File: src/rtl/logic_axi4_stream_arbiter_if.sv
// AXI4-Stream N:1 arbiter bus: packed per-requester rx streams and one muxed tx stream.
// The master modport is the arbiter's view; the slave modport is the environment's view.
interface logic_axi4_stream_arbiter_if #(
  parameter int unsigned INPUTS      = 2,
  parameter int unsigned TDATA_BYTES = 1,
  parameter int unsigned TUSER_WIDTH = 1,
  parameter int unsigned TDEST_WIDTH = 1,
  parameter int unsigned TID_WIDTH   = 1
);
  localparam int unsigned DATA_W = 8 * TDATA_BYTES;

  logic [INPUTS-1:0]             rx_tvalid;
  logic [INPUTS-1:0]             rx_tready;
  logic [INPUTS-1:0]             rx_tlast;
  logic [INPUTS*DATA_W-1:0]      rx_tdata;
  logic [INPUTS*TDATA_BYTES-1:0] rx_tkeep;
  logic [INPUTS*TDATA_BYTES-1:0] rx_tstrb;
  logic [INPUTS*TUSER_WIDTH-1:0] rx_tuser;
  logic [INPUTS*TDEST_WIDTH-1:0] rx_tdest;
  logic [INPUTS*TID_WIDTH-1:0]   rx_tid;

  logic                   tx_tvalid;
  logic                   tx_tready;
  logic                   tx_tlast;
  logic [DATA_W-1:0]      tx_tdata;
  logic [TDATA_BYTES-1:0] tx_tkeep;
  logic [TDATA_BYTES-1:0] tx_tstrb;
  logic [TUSER_WIDTH-1:0] tx_tuser;
  logic [TDEST_WIDTH-1:0] tx_tdest;
  logic [TID_WIDTH-1:0]   tx_tid;

  modport master (
    input  rx_tvalid, rx_tlast, rx_tdata, rx_tkeep, rx_tstrb, rx_tuser, rx_tdest, rx_tid,
    output rx_tready,
    output tx_tvalid, tx_tlast, tx_tdata, tx_tkeep, tx_tstrb, tx_tuser, tx_tdest, tx_tid,
    input  tx_tready
  );

  modport slave (
    output rx_tvalid, rx_tlast, rx_tdata, rx_tkeep, rx_tstrb, rx_tuser, rx_tdest, rx_tid,
    input  rx_tready,
    input  tx_tvalid, tx_tlast, tx_tdata, tx_tkeep, tx_tstrb, tx_tuser, tx_tdest, tx_tid,
    output tx_tready
  );
endinterface

File: src/rtl/logic_axi4_stream_arbiter.sv
// Packet-locked round-robin arbiter merging INPUTS AXI4-Stream requesters onto one stream.
// Ownership is granted in an idle cycle and held until the owner's last beat transfers.
module logic_axi4_stream_arbiter #(
  parameter int unsigned INPUTS      = 2,
  parameter int unsigned TDATA_BYTES = 1,
  parameter int unsigned TUSER_WIDTH = 1,
  parameter int unsigned TDEST_WIDTH = 1,
  parameter int unsigned TID_WIDTH   = 1,
  parameter bit          USE_TLAST   = 1'b1,
  parameter bit          USE_TKEEP   = 1'b1,
  parameter bit          USE_TSTRB   = 1'b1,
  localparam int unsigned GRANT_W    = $clog2(INPUTS)
) (
  input  logic                   aclk,
  input  logic                   reset,
  logic_axi4_stream_arbiter_if.master bus,
  output logic [GRANT_W-1:0]     grant,
  output logic                   busy
);
  localparam int unsigned DATA_W = 8 * TDATA_BYTES;
  localparam int unsigned SCAN_W = GRANT_W + 1;

  typedef enum logic {IDLE, LOCKED} state_t;

  state_t             state, state_nxt;
  logic [GRANT_W-1:0] ptr, ptr_nxt, grant_nxt;
  logic               cand_found;
  logic [GRANT_W-1:0] cand_idx;
  logic [SCAN_W-1:0]  scan;
  logic               owner_valid, owner_last;

  // First valid requester scanning circularly from ptr; the extra scan bit keeps ptr+k exact.
  always_comb begin : select_c
    cand_found = 1'b0;
    cand_idx   = '0;
    scan       = '0;
    for (int unsigned k = 0; k < INPUTS; k++) begin
      scan = {1'b0, ptr} + SCAN_W'(k);
      if (scan >= SCAN_W'(INPUTS)) scan = scan - SCAN_W'(INPUTS);
      if (!cand_found && bus.rx_tvalid[scan[GRANT_W-1:0]]) begin
        cand_found = 1'b1;
        cand_idx   = scan[GRANT_W-1:0];
      end
    end
  end

  // Combinational data/sideband mux from the owner's slice.
  always_comb begin : mux_c
    owner_valid  = 1'b0;
    owner_last   = 1'b1;
    bus.tx_tdata = '0;
    bus.tx_tkeep = '1;
    bus.tx_tstrb = '1;
    bus.tx_tuser = '0;
    bus.tx_tdest = '0;
    bus.tx_tid   = '0;
    for (int unsigned i = 0; i < INPUTS; i++) begin
      if (grant == GRANT_W'(i)) begin
        owner_valid  = bus.rx_tvalid[i];
        owner_last   = USE_TLAST ? bus.rx_tlast[i] : 1'b1;
        bus.tx_tdata = bus.rx_tdata[i*DATA_W +: DATA_W];
        if (USE_TKEEP) bus.tx_tkeep = bus.rx_tkeep[i*TDATA_BYTES +: TDATA_BYTES];
        if (USE_TSTRB) bus.tx_tstrb = bus.rx_tstrb[i*TDATA_BYTES +: TDATA_BYTES];
        bus.tx_tuser = bus.rx_tuser[i*TUSER_WIDTH +: TUSER_WIDTH];
        bus.tx_tdest = bus.rx_tdest[i*TDEST_WIDTH +: TDEST_WIDTH];
        bus.tx_tid   = bus.rx_tid[i*TID_WIDTH +: TID_WIDTH];
      end
    end
    bus.tx_tlast = owner_last;
  end

  // Next-state, grant/ptr update and handshake routing.
  always_comb begin : fsm_c
    state_nxt     = state;
    grant_nxt     = grant;
    ptr_nxt       = ptr;
    bus.tx_tvalid = 1'b0;
    bus.rx_tready = '0;
    case (state)
      IDLE: begin
        if (cand_found) begin
          state_nxt = LOCKED;
          grant_nxt = cand_idx;
        end
      end
      LOCKED: begin
        bus.tx_tvalid = owner_valid;
        for (int unsigned i = 0; i < INPUTS; i++) begin
          if (grant == GRANT_W'(i)) bus.rx_tready[i] = bus.tx_tready;
        end
        if (owner_valid && bus.tx_tready && owner_last) begin
          state_nxt = IDLE;
          ptr_nxt   = (grant == GRANT_W'(INPUTS - 1)) ? '0 : grant + GRANT_W'(1);
        end
      end
      default: state_nxt = IDLE;
    endcase
  end

  always_ff @(posedge aclk) begin : state_q
    if (reset) begin
      state <= IDLE;
      ptr   <= '0;
      grant <= '0;
      busy  <= 1'b0;
    end else begin
      state <= state_nxt;
      ptr   <= ptr_nxt;
      grant <= grant_nxt;
      busy  <= (state_nxt == LOCKED);
    end
  end
endmodule

File: src/flat_wrapper.sv
// flat-port wrapper written by rule: the top's interface ports become plain ports
module logic_axi4_stream_arbiter_flat 
#(
  parameter int unsigned INPUTS      = 2,
  parameter int unsigned TDATA_BYTES = 1,
  parameter int unsigned TUSER_WIDTH = 1,
  parameter int unsigned TDEST_WIDTH = 1,
  parameter int unsigned TID_WIDTH   = 1,
  parameter bit          USE_TLAST   = 1'b1,
  parameter bit          USE_TKEEP   = 1'b1,
  parameter bit          USE_TSTRB   = 1'b1,
  localparam int unsigned GRANT_W    = $clog2(INPUTS)
)
  (aclk, reset, grant, busy, bus_rx_tvalid, bus_rx_tlast, bus_rx_tdata, bus_rx_tkeep, bus_rx_tstrb, bus_rx_tuser, bus_rx_tdest, bus_rx_tid, bus_rx_tready, bus_tx_tvalid, bus_tx_tlast, bus_tx_tdata, bus_tx_tkeep, bus_tx_tstrb, bus_tx_tuser, bus_tx_tdest, bus_tx_tid, bus_tx_tready);
  logic_axi4_stream_arbiter_if #(.INPUTS(INPUTS), .TDATA_BYTES(TDATA_BYTES), .TUSER_WIDTH(TUSER_WIDTH), .TDEST_WIDTH(TDEST_WIDTH), .TID_WIDTH(TID_WIDTH)) bus_i ();
  input  logic aclk;
  input  logic reset;
  output logic [GRANT_W-1:0] grant;
  output logic busy;
  input wire logic [$bits(bus_i.rx_tvalid)-1:0] bus_rx_tvalid;
  input wire logic [$bits(bus_i.rx_tlast)-1:0] bus_rx_tlast;
  input wire logic [$bits(bus_i.rx_tdata)-1:0] bus_rx_tdata;
  input wire logic [$bits(bus_i.rx_tkeep)-1:0] bus_rx_tkeep;
  input wire logic [$bits(bus_i.rx_tstrb)-1:0] bus_rx_tstrb;
  input wire logic [$bits(bus_i.rx_tuser)-1:0] bus_rx_tuser;
  input wire logic [$bits(bus_i.rx_tdest)-1:0] bus_rx_tdest;
  input wire logic [$bits(bus_i.rx_tid)-1:0] bus_rx_tid;
  output wire logic [$bits(bus_i.rx_tready)-1:0] bus_rx_tready;
  output wire logic [$bits(bus_i.tx_tvalid)-1:0] bus_tx_tvalid;
  output wire logic [$bits(bus_i.tx_tlast)-1:0] bus_tx_tlast;
  output wire logic [$bits(bus_i.tx_tdata)-1:0] bus_tx_tdata;
  output wire logic [$bits(bus_i.tx_tkeep)-1:0] bus_tx_tkeep;
  output wire logic [$bits(bus_i.tx_tstrb)-1:0] bus_tx_tstrb;
  output wire logic [$bits(bus_i.tx_tuser)-1:0] bus_tx_tuser;
  output wire logic [$bits(bus_i.tx_tdest)-1:0] bus_tx_tdest;
  output wire logic [$bits(bus_i.tx_tid)-1:0] bus_tx_tid;
  input wire logic [$bits(bus_i.tx_tready)-1:0] bus_tx_tready;
  assign bus_i.rx_tvalid = bus_rx_tvalid;
  assign bus_i.rx_tlast = bus_rx_tlast;
  assign bus_i.rx_tdata = bus_rx_tdata;
  assign bus_i.rx_tkeep = bus_rx_tkeep;
  assign bus_i.rx_tstrb = bus_rx_tstrb;
  assign bus_i.rx_tuser = bus_rx_tuser;
  assign bus_i.rx_tdest = bus_rx_tdest;
  assign bus_i.rx_tid = bus_rx_tid;
  assign bus_rx_tready = bus_i.rx_tready;
  assign bus_tx_tvalid = bus_i.tx_tvalid;
  assign bus_tx_tlast = bus_i.tx_tlast;
  assign bus_tx_tdata = bus_i.tx_tdata;
  assign bus_tx_tkeep = bus_i.tx_tkeep;
  assign bus_tx_tstrb = bus_i.tx_tstrb;
  assign bus_tx_tuser = bus_i.tx_tuser;
  assign bus_tx_tdest = bus_i.tx_tdest;
  assign bus_tx_tid = bus_i.tx_tid;
  assign bus_i.tx_tready = bus_tx_tready;
  logic_axi4_stream_arbiter #(.INPUTS(INPUTS), .TDATA_BYTES(TDATA_BYTES), .TUSER_WIDTH(TUSER_WIDTH), .TDEST_WIDTH(TDEST_WIDTH), .TID_WIDTH(TID_WIDTH), .USE_TLAST(USE_TLAST), .USE_TKEEP(USE_TKEEP), .USE_TSTRB(USE_TSTRB)) u_core (.aclk(aclk), .reset(reset), .bus(bus_i), .grant(grant), .busy(busy));
endmodule
File: config.mk
export PLATFORM = sky130hd
export DESIGN_NAME = logic_axi4_stream_arbiter_flat
export DESIGN_NICKNAME = d
export VERILOG_FILES = /design/src/rtl/logic_axi4_stream_arbiter_if.sv /design/src/rtl/logic_axi4_stream_arbiter.sv /design/src/flat_wrapper.sv
export SDC_FILE = /design/constraint.sdc
export NUM_CORES = 1
export LEC_CHECK = 0
export ABC_AREA = 1
export CORE_UTILIZATION = 26
export DETAILED_ROUTE_END_ITERATION = 6
export GPL_TIMING_DRIVEN = 0
export PLACE_DENSITY = 0.95
export SYNTH_ARGS = -nofsm -noshare
export SYNTH_HDL_FRONTEND = slang
export SYNTH_SLANG_ARGS = --single-unit
File: constraint.sdc
create_clock -name aclk -period 2.15 [get_ports aclk]
set_clock_uncertainty 0.2 [all_clocks]
set_input_delay 0.3225 -clock aclk [delete_from_list [all_inputs] [get_ports aclk]]
set_output_delay 0.3225 -clock aclk [all_outputs]
set_load 0.005 [all_outputs]
==> run_1/final_clocks.png <==
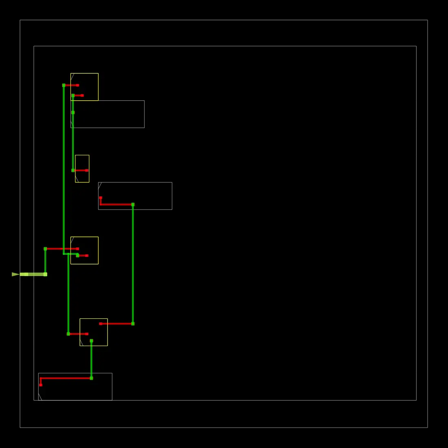
clock group power: 103 uW
Latency at later pin: 240 ps
CLK BUF: 4
total CTS buffers: 3

==> run_1/metal_stack.png <==
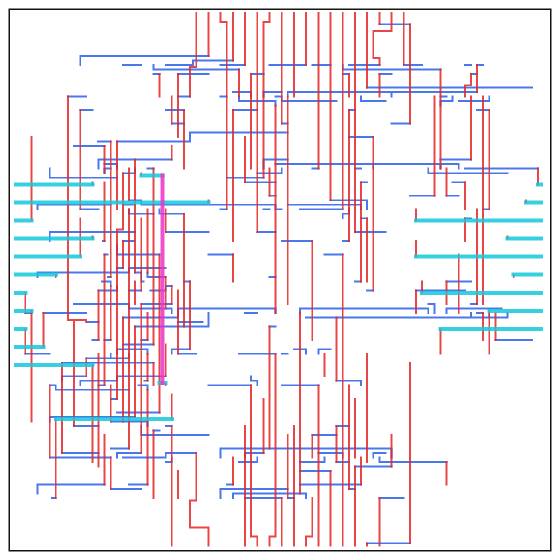
Key: met4 = magenta [wire length 15.6 um]; met2 = red [wire length 865 um]; met1 = blue [wire length 519 um]; met3 = cyan [wire length 101 um]

==> run_1/clock_map.png <==
Scale bar: 10 um.
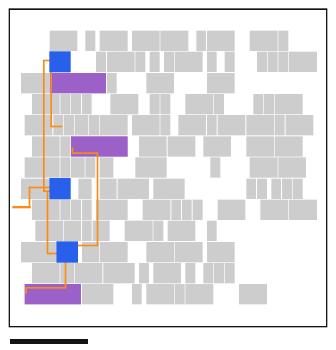
Key: clock wires = orange [length 76.6 um]; flip-flops = purple [count 3]; cells driving clock nets = blue [count 3]
There are 4 routed clock nets.

==> run_1/wire_density.png <==
Scale bar: 10 um. 8 x 8 tiles, from white (low) to dark blue (high), scaled to the fullest tile. Values are wire area over tile area, all layers added.
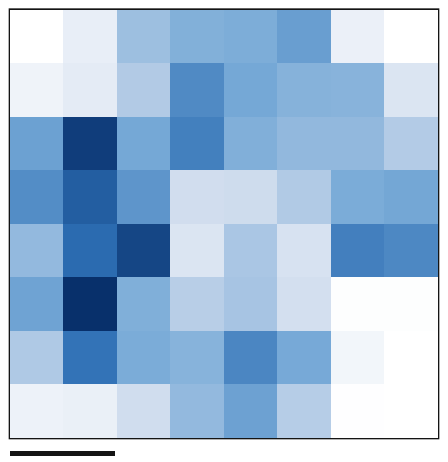
The fullest tile reaches 0.38. The densest ninth of the die: left middle. 11% of the tiles are nearly empty. The emptiest ninth of the die: bottom right. The mean over all tiles is 0.15.

==> flow_summary.json, run 1 <==
{
  "dp_cells": 138,
  "hold_slack_ps": 316,
  "seq_cells": 3,
  "crit_fanout": 19,
  "synth.most_common_cell": "nand2_1",
  "synth.top_cell.area_share": 0.424,
  "gp_congestion": 0.753,
  "r2r_end": "u_core.ptr",
  "comb_area_sq_um": 282,
  "warnings": 26,
  "total_power_uw": 345,
  "hpwl_mm": 1.26,
  "worstPathRequired_ps": 1630,
  "ff_type": "dfxtp_1",
  "clkTransAtPathRegs_ps": 40,
  "ant_nets": 0,
  "maxCapViolCount": 0,
  "logic_family": "simple AND/OR/NAND/NOR gates",
  "critPathCaptureType": "primary output",
  "power_leader": "combinational cells",
  "row_count": 13,
  "drv_slew": 0,
  "firstDrtPassIters": 4,
  "comb_cells": 61,
  "slowest_delay_ps": 500,
  "critical_path_class": "reg2out",
  "cts_resized": 2,
  "timing.critical_path.from": "u_core.grant",
  "layout-drive-gt1-share": 0.104,
  "synth_nets": 105,
  "yosys.area_share.aoi": 0.0514,
  "synthArstFlopShare": 0,
  "switching_share": 0.288,
  "use_met1": 0.182,
  "avgRoutedWirePerCell_um": 10.7,
  "whs_path_depth": 4,
  "tap_cells": 15,
  "period_used_share": 0.933,
  "fin_cells": 140,
  "netSwitchingPower_uw": 99.5,
  "ys_sh_adder": 0,
  "yosys.area_share.simple": 0.672,
  "worstPathArrival_ps": 1480,
  "ys_sh_mux": 0,
  "grt_pass1_wl_mm": 2.14,
  "ys_area_sq_um": 389,
  "grt_pass1_vias": 566,
  "grt_setup_unrepaired": "no",
  "finalHoldViolCount": 0,
  "ys_warn_count": 0,
  "ios": 52,
  "tightest_slew_ps": 210,
  "cp_cell_sequence": "buf_6 > inv_8 > nor2_1 > clkdlybuf4s50_1",
  "setup_violations": 0,
  "antenna_cells": 0,
  "via_per_inst": 4.44,
  "pre_cts_slack_ps": 25.1,
  "power_density_nw_per_um2": 368,
  "antenna_found_initial": 0,
  "drc": 0,
  "cts_tree": "built",
  "lay_top_cells": "clkdlybuf4s50_1, nand2_1, nand2_4, inv_1",
  "drt_first_iter_violations": 7,
  "rrSetupSlack_ps": 830,
  "layout.nonclk_buf_frac": 0.561,
  "hold_buffers": 0,
  "placed_area_sq_um": 918,
  "status": "finished clean",
  "htree_levels": 1,
  "chipArea_sq_um": 1660,
  "wl_met3_um": 101,
  "grtUsageMet2": 0.405,
  "fin_crit_ps": 2010,
  "signal_buffers": 52,
  "netlist_top_cells_count": "nand2_1, inv_1, nand2_4",
  "syn_inst": 72,
  "rr_worst_depth": 8,
  "leakagePower_uw": 0.000460,
  "syn-cell-area_sq_um": 389,
  "final_nets": 159,
  "yosys_cells": 72,
  "final_common_cell": "clkdlybuf4s50_1",
  "clockPowerShare": 0.299,
  "clock.fmax_mhz": 498,
  "combPwrFrac": 0.523,
  "critPathTopFamily": "buffers and inverters",
  "vdd_drop_max_uv": 258,
  "design_area_sq_um": 940,
  "crit_slowest_cell": "clkdlybuf4s50_1",
  "whs_endpoint": "u_core.grant",
  "m1WireLength_um": 518,
  "r2r_start": "u_core.grant",
  "cp_num_buf_inv": 3,
  "port-buffer-count": 51,
  "globalRouteMet3Util": 0.0109,
  "clock_area_frac": 0.0280,
  "inv_count": 5,
  "avgSynthCellArea_sq_um": 5.40,
  "cp-start-kind": "flip-flop",
  "fin_ws_ps": 144,
  "maxSlewHeadroom": 0.860,
  "clock_sinks": 3,
  "top_regs": "u_core.busy (1), u_core.grant (1), u_core.ptr (1)",
  "core_sq_um": 1350,
  "postCtsSetupBuffers": 0,
  "utilization": 0.696,
  "largestClassByArea": "buffers",
  "finalWirelength_mm": 1.50,
  "highest_layer": "met4",
  "pwr-share-seq": 0.179,
  "grt_usage": 0.194,
  "tns_ps": 0,
  "p_int_uw": 246,
  "xor_share": 0,
  "setup.worst_path.end": "bus_rx_tready[1]",
  "die-height_um": 40.7,
  "cp_num_cells": 4,
  "route.met2.wl_um": 865,
  "edf_count": 0,
  "gr-total-overflow": 0,
  "grt_start_max_net_pins": 11,
  "hp-class": "in2reg",
  "largest_area_cell": "nand2_1",
  "syn_to_final_growth_pct": 141,
  "powerSeq_uw": 61.7,
  "synth.distinct_cells": 15,
  "cts_buffer_depth": 2,
  "flop_area_sq_um": 60.1,
  "fp_util": 0.288,
  "area_leaders": "nand2_1, dfxtp_1, nand2_4",
  "via_count": 621,
  "fillers": 111,
  "yosysSeqAreaShare": 0.154,
  "sh_comb_area": 0.300,
  "hp-start": "bus_rx_tvalid[0]",
  "p_comb_uw": 181,
  "ys.flops": 3,
  "die_width_um": 40.7
}
==> run_1/met3.png <==
Cells faint in the background.
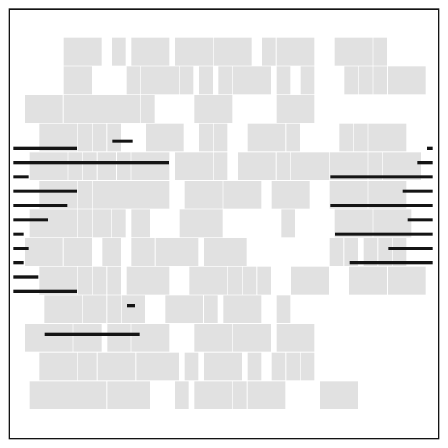

--- run 2 (diff from run 1) ---
SKIP_CTS_REPAIR_TIMING = 1   (was not set)
==> run_2/met3.png <==
Cells faint in the background.
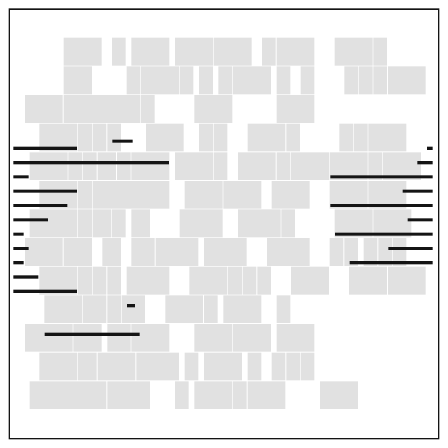
The layer carries 101 um of wire. The layer holds 6.7% of the routed length. 22 nets have wire on it. The wires run mostly horizontal. The longest straight run is 14.5 um.

==> run_2/wire_density.png <==
Scale bar: 10 um. 8 x 8 tiles, from white (low) to dark blue (high), scaled to the fullest tile. Values are wire area over tile area, all layers added.
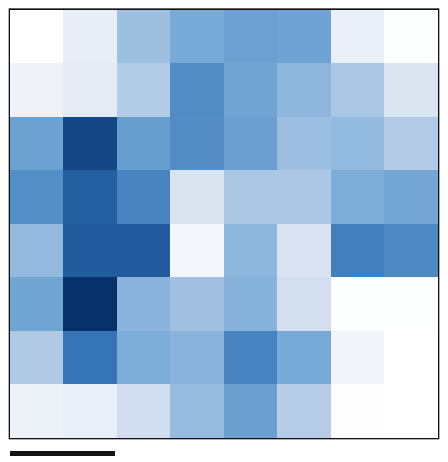
The mean over all tiles is 0.15. 11% of the tiles are nearly empty. 38% of the tiles are over half the peak.

==> run 2 against run 1 <==
Sequential share of layout area fell by 0.15 points. First-iteration DRC count fell by 14%. Critical path type unchanged. Cell count rose by 1.4%. Critical path depth rose by 1. Worst setup slack got worse by 59 ps. Worst hold slack got worse by 1.7 ps. Die size did not move.
==> flow_summary.json, run 2 <==
{
  "status": "finished clean",
  "largest_area_cell": "nand2_1",
  "port-buffer-count": 51,
  "switching_share": 0.287,
  "grt_start_max_net_pins": 11,
  "netSwitchingPower_uw": 100,
  "via_per_inst": 4.41,
  "hp-start": "bus_rx_tvalid[0]",
  "leakagePower_uw": 0.000472,
  "fin_cells": 142,
  "highest_layer": "met4",
  "finalWirelength_mm": 1.52,
  "grt_pass1_wl_mm": 2.14,
  "worstPathArrival_ps": 1540,
  "tightest_slew_ps": 207,
  "total_power_uw": 350,
  "power_density_nw_per_um2": 364,
  "syn-cell-area_sq_um": 389,
  "ys_area_sq_um": 389,
  "cp_cell_sequence": "buf_6 > inv_8 > buf_6 > nor2_1 > clkdlybuf4s50_1",
  "fp_util": 0.288,
  "fillers": 110,
  "seq_cells": 3,
  "rr_worst_depth": 8,
  "edf_count": 0,
  "clock_sinks": 3,
  "power_leader": "combinational cells",
  "logic_family": "simple AND/OR/NAND/NOR gates",
  "signal_buffers": 54,
  "cp-start-kind": "flip-flop",
  "drc": 0,
  "whs_path_depth": 4,
  "final_common_cell": "clkdlybuf4s50_1",
  "globalRouteMet3Util": 0.0109,
  "powerClk_uw": 103,
  "gp_congestion": 0.753,
  "period_used_share": 0.960,
  "netlist_top_cells_count": "nand2_1, inv_1, nand2_4",
  "comb_area_sq_um": 282,
  "antenna_cells": 0,
  "sh_comb_area": 0.293,
  "vdd_drop_max_uv": 260,
  "timing.critical_path.from": "u_core.grant",
  "pre_cts_slack_ps": 25.1,
  "placed_area_sq_um": 918,
  "utilization": 0.713,
  "syn_to_final_growth_pct": 147,
  "r2r_start": "u_core.grant",
  "ff_type": "dfxtp_1",
  "clock_area_frac": 0.0273,
  "setup_violations": 0,
  "cts_tree": "built",
  "ant_nets": 0,
  "row_count": 13,
  "layout.nonclk_buf_frac": 0.571,
  "synthArstFlopShare": 0,
  "core_sq_um": 1350,
  "firstDrtPassIters": 4,
  "finalHoldViolCount": 0,
  "numCtsBuffers": 3,
  "ys_sh_mux": 0,
  "ys_sh_adder": 0,
  "setup.worst_path.end": "bus_rx_tready[1]",
  "clockPowerShare": 0.294,
  "tap_cells": 15,
  "crit_fanout": 10,
  "clock.fmax_mhz": 484,
  "layout-drive-gt1-share": 0.118,
  "yosys.area_share.simple": 0.672,
  "fin_crit_ps": 2060,
  "hpwl_mm": 1.26,
  "powerSeq_uw": 61.7,
  "ios": 52,
  "synth.most_common_cell": "nand2_1",
  "wl_met3_um": 101,
  "synth.top_cell.area_share": 0.424,
  "yosys.area_share.aoi": 0.0514,
  "whs_endpoint": "u_core.grant",
  "critPathCaptureType": "primary output",
  "gr-total-overflow": 0,
  "final_nets": 161,
  "use_met1": 0.182,
  "clkTransAtPathRegs_ps": 40,
  "ys_warn_count": 0,
  "flop_area_sq_um": 60.1,
  "warnings": 26,
  "slowest_delay_ps": 500,
  "combPwrFrac": 0.529,
  "r2r_end": "u_core.ptr",
  "lay_top_cells": "clkdlybuf4s50_1, nand2_1, nand2_4, inv_1",
  "grtUsageMet2": 0.405,
  "p_int_uw": 250,
  "inv_count": 5,
  "cp_num_cells": 5,
  "avgRoutedWirePerCell_um": 10.7,
  "drt_first_iter_violations": 6,
  "tns_ps": 0,
  "drv_slew": 0,
  "clkLatencyLatePin_ps": 240,
  "die_width_um": 40.7,
  "hp-class": "in2reg",
  "synth_nets": 105,
  "grt_setup_unrepaired": "no",
  "avgSynthCellArea_sq_um": 5.40,
  "cp_num_buf_inv": 4,
  "design_area_sq_um": 962,
  "cts_buffer_depth": 2,
  "p_comb_uw": 185,
  "dp_cells": 138,
  "rrSetupSlack_ps": 910,
  "fin_ws_ps": 85.1,
  "hold_slack_ps": 314,
  "xor_share": 0,
  "top_regs": "u_core.busy (1), u_core.grant (1), u_core.ptr (1)",
  "largestClassByArea": "buffers",
  "maxSlewHeadroom": 0.862,
  "yosysSeqAreaShare": 0.154,
  "area_leaders": "nand2_1, dfxtp_1, nand2_4",
  "pwr-share-seq": 0.176,
  "yosys_cells": 72,
  "grt_pass1_vias": 566,
  "route.met2.wl_um": 866,
  "ys.flops": 3,
  "comb_cells": 61,
  "m1WireLength_um": 535,
  "syn_inst": 72,
  "synth.distinct_cells": 15,
  "crit_slowest_cell": "clkdlybuf4s50_1",
  "critPathTopFamily": "buffers and inverters"
}
No activity file was given, so power comes from the tool's default toggle rates.
